### config.mk
export PLATFORM = sky130hd
export DESIGN_NAME = imem_port_arbiter
export DESIGN_NICKNAME = d
export VERILOG_FILES = /design/src/rtl/imem_arb_pkg.sv /design/src/rtl/imem_arb_prio.sv /design/src/rtl/imem_port_arbiter.sv
export SDC_FILE = /design/constraint.sdc
export NUM_CORES = 1
export LEC_CHECK = 0
export CORE_MARGIN = 4
export CORE_UTILIZATION = 30
export DETAILED_ROUTE_END_ITERATION = 10
export PLACE_DENSITY = 0.85
export SLEW_MARGIN = 25
export SYNTH_ARGS = -nofsm -noshare
export SYNTH_HDL_FRONTEND = slang
export SYNTH_SLANG_ARGS = --single-unit
export TNS_END_PERCENT = 30
### constraint.sdc
create_clock -name clk -period 2.7 [get_ports clk]
set_input_delay 0.54 -clock clk [delete_from_list [all_inputs] [get_ports clk]]
set_output_delay 0.54 -clock clk [all_outputs]
set_load 0.03 [all_outputs]
### src/rtl/imem_arb_pkg.sv
// Shared definitions for the instruction-memory port arbiter: owner encoding
// and default starvation limit.
package imem_arb_pkg;

    localparam logic OWN_IF = 1'b0;
    localparam logic OWN_LS = 1'b1;

    localparam int MAX_WAIT_DEF = 4;
    localparam int WAIT_W_DEF   = 4;

endpackage

### src/rtl/imem_arb_prio.sv
// Fixed IF-over-LS priority selector with an LS starvation counter that
// forces an LS grant once LS has waited MAX_WAIT consecutive cycles.
module imem_arb_prio
    import imem_arb_pkg::*;
#(
    parameter int MAX_WAIT = MAX_WAIT_DEF,
    parameter int WAIT_W   = WAIT_W_DEF
) (
    input  logic clk,
    input  logic rst,
    input  logic if_valid,
    input  logic ls_valid,
    input  logic slot_free,
    input  logic ls_fire,
    output logic grant_ls
);

    logic [WAIT_W-1:0] r_wait_cnt;
    logic              w_starved;

    assign w_starved = (r_wait_cnt >= WAIT_W'(MAX_WAIT));
    assign grant_ls  = slot_free & ls_valid & (~if_valid | w_starved);

    always_ff @(posedge clk) begin
        if (rst) begin
            r_wait_cnt <= '0;
        end else if (!ls_valid || ls_fire) begin
            r_wait_cnt <= '0;
        end else if (r_wait_cnt != {WAIT_W{1'b1}}) begin
            r_wait_cnt <= r_wait_cnt + 1'b1;
        end
    end

endmodule

### src/rtl/imem_port_arbiter.sv
// Shares the single-port imem between instruction fetch and the load/debug
// port; tracks the one-cycle read latency and holds the address on stalls.
module imem_port_arbiter
    import imem_arb_pkg::*;
#(
    parameter int MAX_WAIT = MAX_WAIT_DEF,
    parameter int WAIT_W   = WAIT_W_DEF
) (
    input  logic        clk,
    input  logic        rst,
    input  logic        if_req_valid,
    output logic        if_req_ready,
    input  logic [31:0] if_req_addr,
    output logic        if_rsp_valid,
    input  logic        if_rsp_ready,
    output logic [31:0] if_rsp_data,
    input  logic        ls_req_valid,
    output logic        ls_req_ready,
    input  logic [31:0] ls_req_addr,
    output logic        ls_rsp_valid,
    input  logic        ls_rsp_ready,
    output logic [31:0] ls_rsp_data,
    output logic [31:0] mem_addr,
    input  logic [31:0] mem_rd_data
);

    logic        r_rsp_valid;
    logic        r_rsp_owner;
    logic [31:0] r_last_addr;

    logic w_owner_rsp_fire;
    logic w_slot_free;
    logic w_grant_ls;
    logic w_if_fire;
    logic w_ls_fire;
    logic w_req_fire;

    assign w_owner_rsp_fire = r_rsp_valid &
        ((r_rsp_owner == OWN_IF) ? if_rsp_ready : ls_rsp_ready);
    assign w_slot_free = ~rst & (~r_rsp_valid | w_owner_rsp_fire);

    imem_arb_prio #(
        .MAX_WAIT (MAX_WAIT),
        .WAIT_W   (WAIT_W)
    ) u_prio (
        .clk       (clk),
        .rst       (rst),
        .if_valid  (if_req_valid),
        .ls_valid  (ls_req_valid),
        .slot_free (w_slot_free),
        .ls_fire   (w_ls_fire),
        .grant_ls  (w_grant_ls)
    );

    assign ls_req_ready = w_grant_ls;
    assign if_req_ready = w_slot_free & if_req_valid & ~w_grant_ls;

    assign w_if_fire  = if_req_valid & if_req_ready;
    assign w_ls_fire  = ls_req_valid & ls_req_ready;
    assign w_req_fire = w_if_fire | w_ls_fire;

    // Outside a fire cycle the last fired address is replayed so imem keeps
    // returning the same word while a response is back-pressured.
    always_comb begin
        mem_addr = r_last_addr;
        if (rst) begin
            mem_addr = '0;
        end else if (w_ls_fire) begin
            mem_addr = ls_req_addr;
        end else if (w_if_fire) begin
            mem_addr = if_req_addr;
        end
    end

    always_ff @(posedge clk) begin
        if (rst) begin
            r_rsp_valid <= 1'b0;
            r_rsp_owner <= OWN_IF;
            r_last_addr <= '0;
        end else if (w_req_fire) begin
            r_rsp_valid <= 1'b1;
            r_rsp_owner <= w_ls_fire ? OWN_LS : OWN_IF;
            r_last_addr <= mem_addr;
        end else if (w_owner_rsp_fire) begin
            r_rsp_valid <= 1'b0;
        end
    end

    assign if_rsp_valid = ~rst & r_rsp_valid & (r_rsp_owner == OWN_IF);
    assign ls_rsp_valid = ~rst & r_rsp_valid & (r_rsp_owner == OWN_LS);
    assign if_rsp_data  = mem_rd_data;
    assign ls_rsp_data  = mem_rd_data;

endmodule

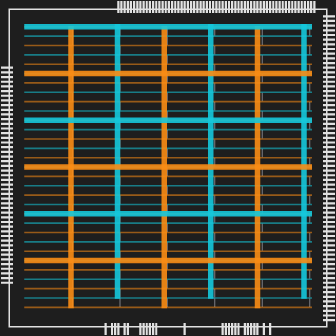
**Above:** PDN straps and rails.
Pins as bars on the die edge. Tap cells in grey.
Cyan shows VDD. Orange shows VSS.
6 straps on met4. 6 straps on met5. 202 signal pins sit on the boundary. The core has 30 rows.
core area: 0.00683 mm^2
die height: 91.9 um
Worst IR Drop VDD: 0.000228 V

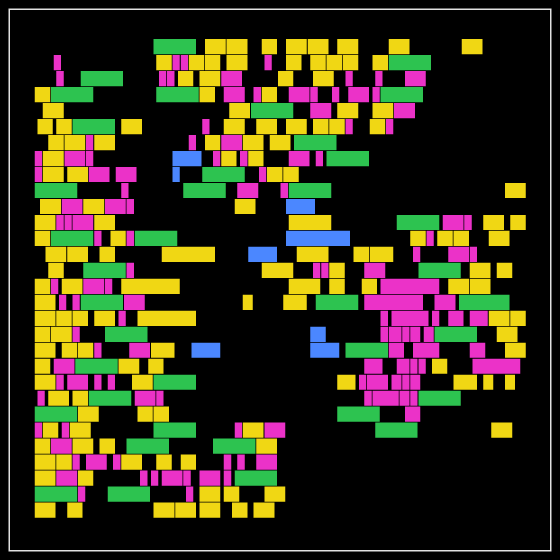
**Above:** cell classes on the final placement.
Magenta shows remaining logic cells, cells 127. Yellow shows remaining buffers and delay cells, cells 143. Green shows registers, cells 38. Blue shows clock drivers and dummy loads, cells 8.

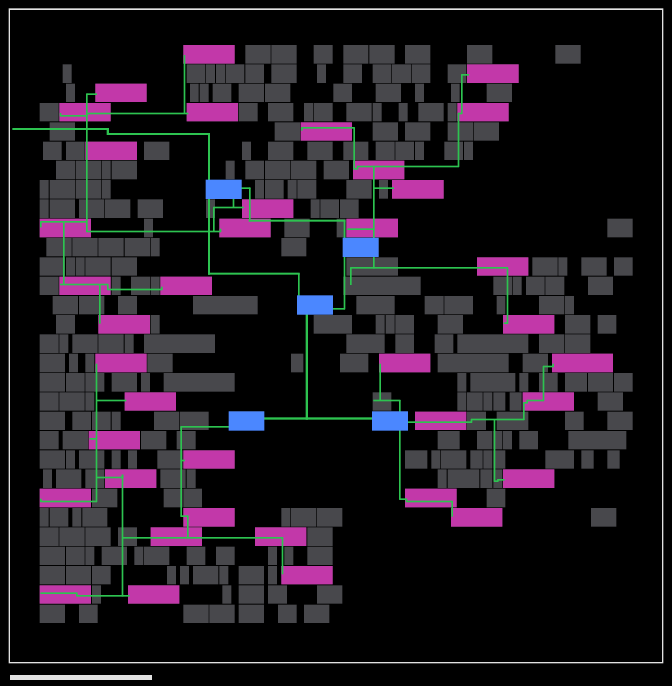
**Above:** clock wires, drivers and flops.
The bar under the picture is 20 um long.
Magenta shows flip-flops, count 38. Blue shows clock-net drivers, count 5. Green shows clock wires, length 548 um.
Position of the flops: widely spread. There are 6 routed clock nets.
clock network fraction of total power: 31.6%
clk_lat worst skew: 0.29 ns
Worst Skew: 0.0129 ns

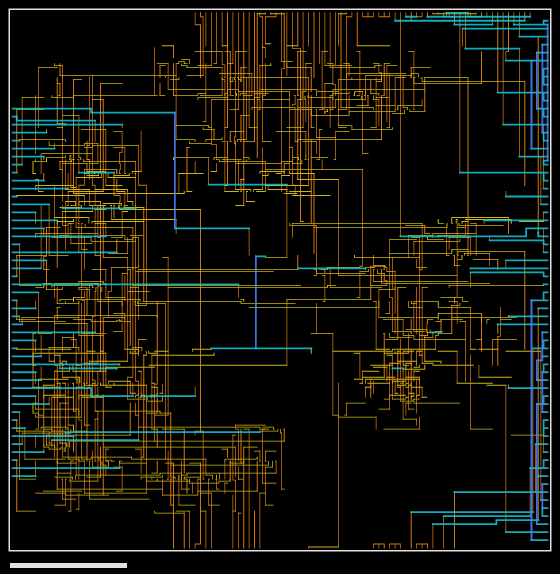
**Above:** signal wires by layer.
The bar under the picture is 20 um long.
Orange shows M2, wire length 3500 um. Cyan shows M3, wire length 883 um. Yellow shows M1, wire length 2550 um. Blue shows M4, wire length 179 um.
Avg WL per Cell: 17.2 um
Vias: 2046
Routed WL: 7120 um
gr usage total: 16.2%

==> cell families after synthesis <==
group | after synthesis | synth area share (%)
compound gates | 42 | 20.5
xor+xnor | 1 | 0.415
fa+ha+maj | 1 | 0.592
buf+inv | 83 | 26.5
flops | 38 | 36.0
mux | 2 | 1.12
simple gates | 79 | 14.9
==> timing repair <==
item / in CTS / in global routing
pin swaps: 5 / 12
gates resized: 19 / 11
cloned: 5 / 1
buffers inserted: 3 / 3
endpoints found under the setup margin: 32 / 31
==> final cells by class <==
class / instances / area share (%)
antenna: 1 / 0.0791
clock buffer: 6 / 2.29
clock inverter: 2 / 1.19
inverter: 2 / 0.237
multi-input combinational: 125 / 25.8
sequential: 38 / 24.2
tap: 96 / 3.80
timing repair buffer: 143 / 42.4
==> changes_impl.md <==
## Flow update

- Clk slew on worst S/H paths: 0.08 ns
- Main power-consuming group: registers
- Crit path max-delay family: buffers and inverters
- Floorplan Nets: around 350
- Die Wd: 91.9 um
- Reg area: 764 um^2
- FF-to-FF End: r_last_addr[6]
- # IOs: approximately 200
- Top cells by instance count after synthesis: nor2_1, buf_4, dfxtp_1, a222oi_1, clkbuf_1
- DRC: 0
- Pwr dens: 485 mW/mm^2
- Initial antenna violation count: 0
- Worst hold start: r_last_addr[13]
- Synth-to-Final Area Change: 49.7%
- Post-Syn Area: 0.00211 mm^2
- Crit-path most repeated cell: buf_4
- Least-Margin Pin Slew: 0.575 ns
- Worst R2R Path Depth: 8
- Final Hold Vio Count: 0
- Power share of the sequential group: 39.4%
- Critical Path AT: approximately 2.2 ns
- Max-cap violations: 0
- CP startpoint kind: primary input
- Clock buffers created by TritonCTS: 5
- Worst stage delay on the critical path: around 0.4 ns
- Synth Register Bits: 38
- Synth warn: 0
- Critical path cell sequence: clkdlybuf4s15_1 -> mux2i_4 -> a2111oi_4 -> buf_4 -> buf_8 -> a222oi_1 -> nor2_1 -> buf_4
- Yosys cell types: 25
- Max-area cell share: between 30% and 40%
- FFs w/ async S/R, synth: 0%
- Starting Density: between 30% and 40%
- Mean Syn Cell Area: about 8.6 um^2
- Die area: 0.00845 mm^2
- Largest net degree at the start of global routing: between 60 and 70
- Register area share after synthesis: a little over a third
- Synth top cell by count: nor2_1
- Hold-fix buffers at CTS: 0
- Ys flop type: dfxtp_1
- Int Pwr: about 1100 uW
- Vias in the first global route: around 2200
- Hold Path End: r_last_addr[13]
- Yosys cell count: 246
- Grt ovf: 0
- Final Non-Filler Cells: 413
- Top Registers: r_last_addr x32, u_prio.r_wait_cnt x4
- Most frequent logic cell in the layout: nor2_1
- WP buf/inv: 4
- Placed wire-length estimate: 4980 um
- Stages on worst setup path: 8
- Root Driver: clkbuf_8
- Final Power: around 1500 uW
- M2 GR Usage: around 28%
- Hold Path Stages: 2
- Synth top area cells: dfxtp_1, buf_4, a222oi_1, nor2_1, a2111oi_4
- Yosys chip area: 0.00211 mm^2
- Area of the multi-input gates: ~820 um^2
- H-Tree Depth: 2
- Area post-placement: between 0.002 and 0.003 mm^2
- Reg with most FFs: r_last_addr
- Seq pwr: approximately 610 uW
- Combinational gate power: between 400 and 500 uW
- Sink Count: 38
- Final setup vio count: 0
- Comb pwr share: between 20% and 30%
- Slowest-stage cell, CP: a222oi_1
- Post-route cell area: 0.00316 mm^2
- GPL Wtd Cong: between 0.7 and 0.8
- Inst Count DP: between 300 and 400
- Number of port buffers: between 100 and 150
- Cells after Synth: roughly 250
- Fill count: just under 700
- WL met1: roughly 2600 um
- Worst min path class: reg -> reg
- Status: finished clean
- Critical path type: in -> out
- Crit path to: mem_addr[1]
- Place WS: -0.347 ns
- Fin crit share: between 90% and 100%
- Top cells excl fill/tap: nor2_1, clkdlybuf4s50_1, buf_4
- Worst setup path startpoint: ls_rsp_ready
- Rows: 30
- Final Critical Period: around 2.7 ns
- First-pass DRT Iterations: 5
- Required @ worst endpoint: ~2.2 ns
- Tool Warnings: 27
- Max FFs per register: 32
- Leakage: about 0.0013 uW
- Final hold slack: just over 0.5 ns
- CTS Buffer Depth: 2
- First-pass GRT wire length: roughly 11000 um
- RSZ-0062 raised after global routing: yes
- Metal3 WL: just under 900 um
- Initial DRC Count: about 190
- Fin nets: 418
- Pins Over Slew Limit: 0
- Metal2 WL: 3500 um
- Cell type with the largest total area: dfxtp_1
- Relative slew slack: 61.6%
- Layout cells sized above 1: 28.2%
- Critical path endpoint category: output pin
- Via/cell ratio: a little under 5
- Worst R2R Start: r_rsp_owner
- Worst reg-to-reg setup slack: a little under 0.8 ns
- Uppermost layer routed: met4
- Critical Path Fanout Max: 5
- Fin util: between 40 and 50%
- Clk. pwr: between 400 and 500 uW
- Fmax achieved: ~370 MHz
- Post-synth EDFFs: 0
- Sw frac: between 20 and 30%
- Setup TNS: 0 ns
- Sw Pwr: around 430 uW
- Routed Antenna Nets: 0
- Met3 usage: a little under 7%
- Met1 Usage GRT: approximately 17%
- CTS tree: built
- Setup ws final: around 0.013 ns
- GR peak layer: met2
Power is estimated from default activity; no workload was simulated.
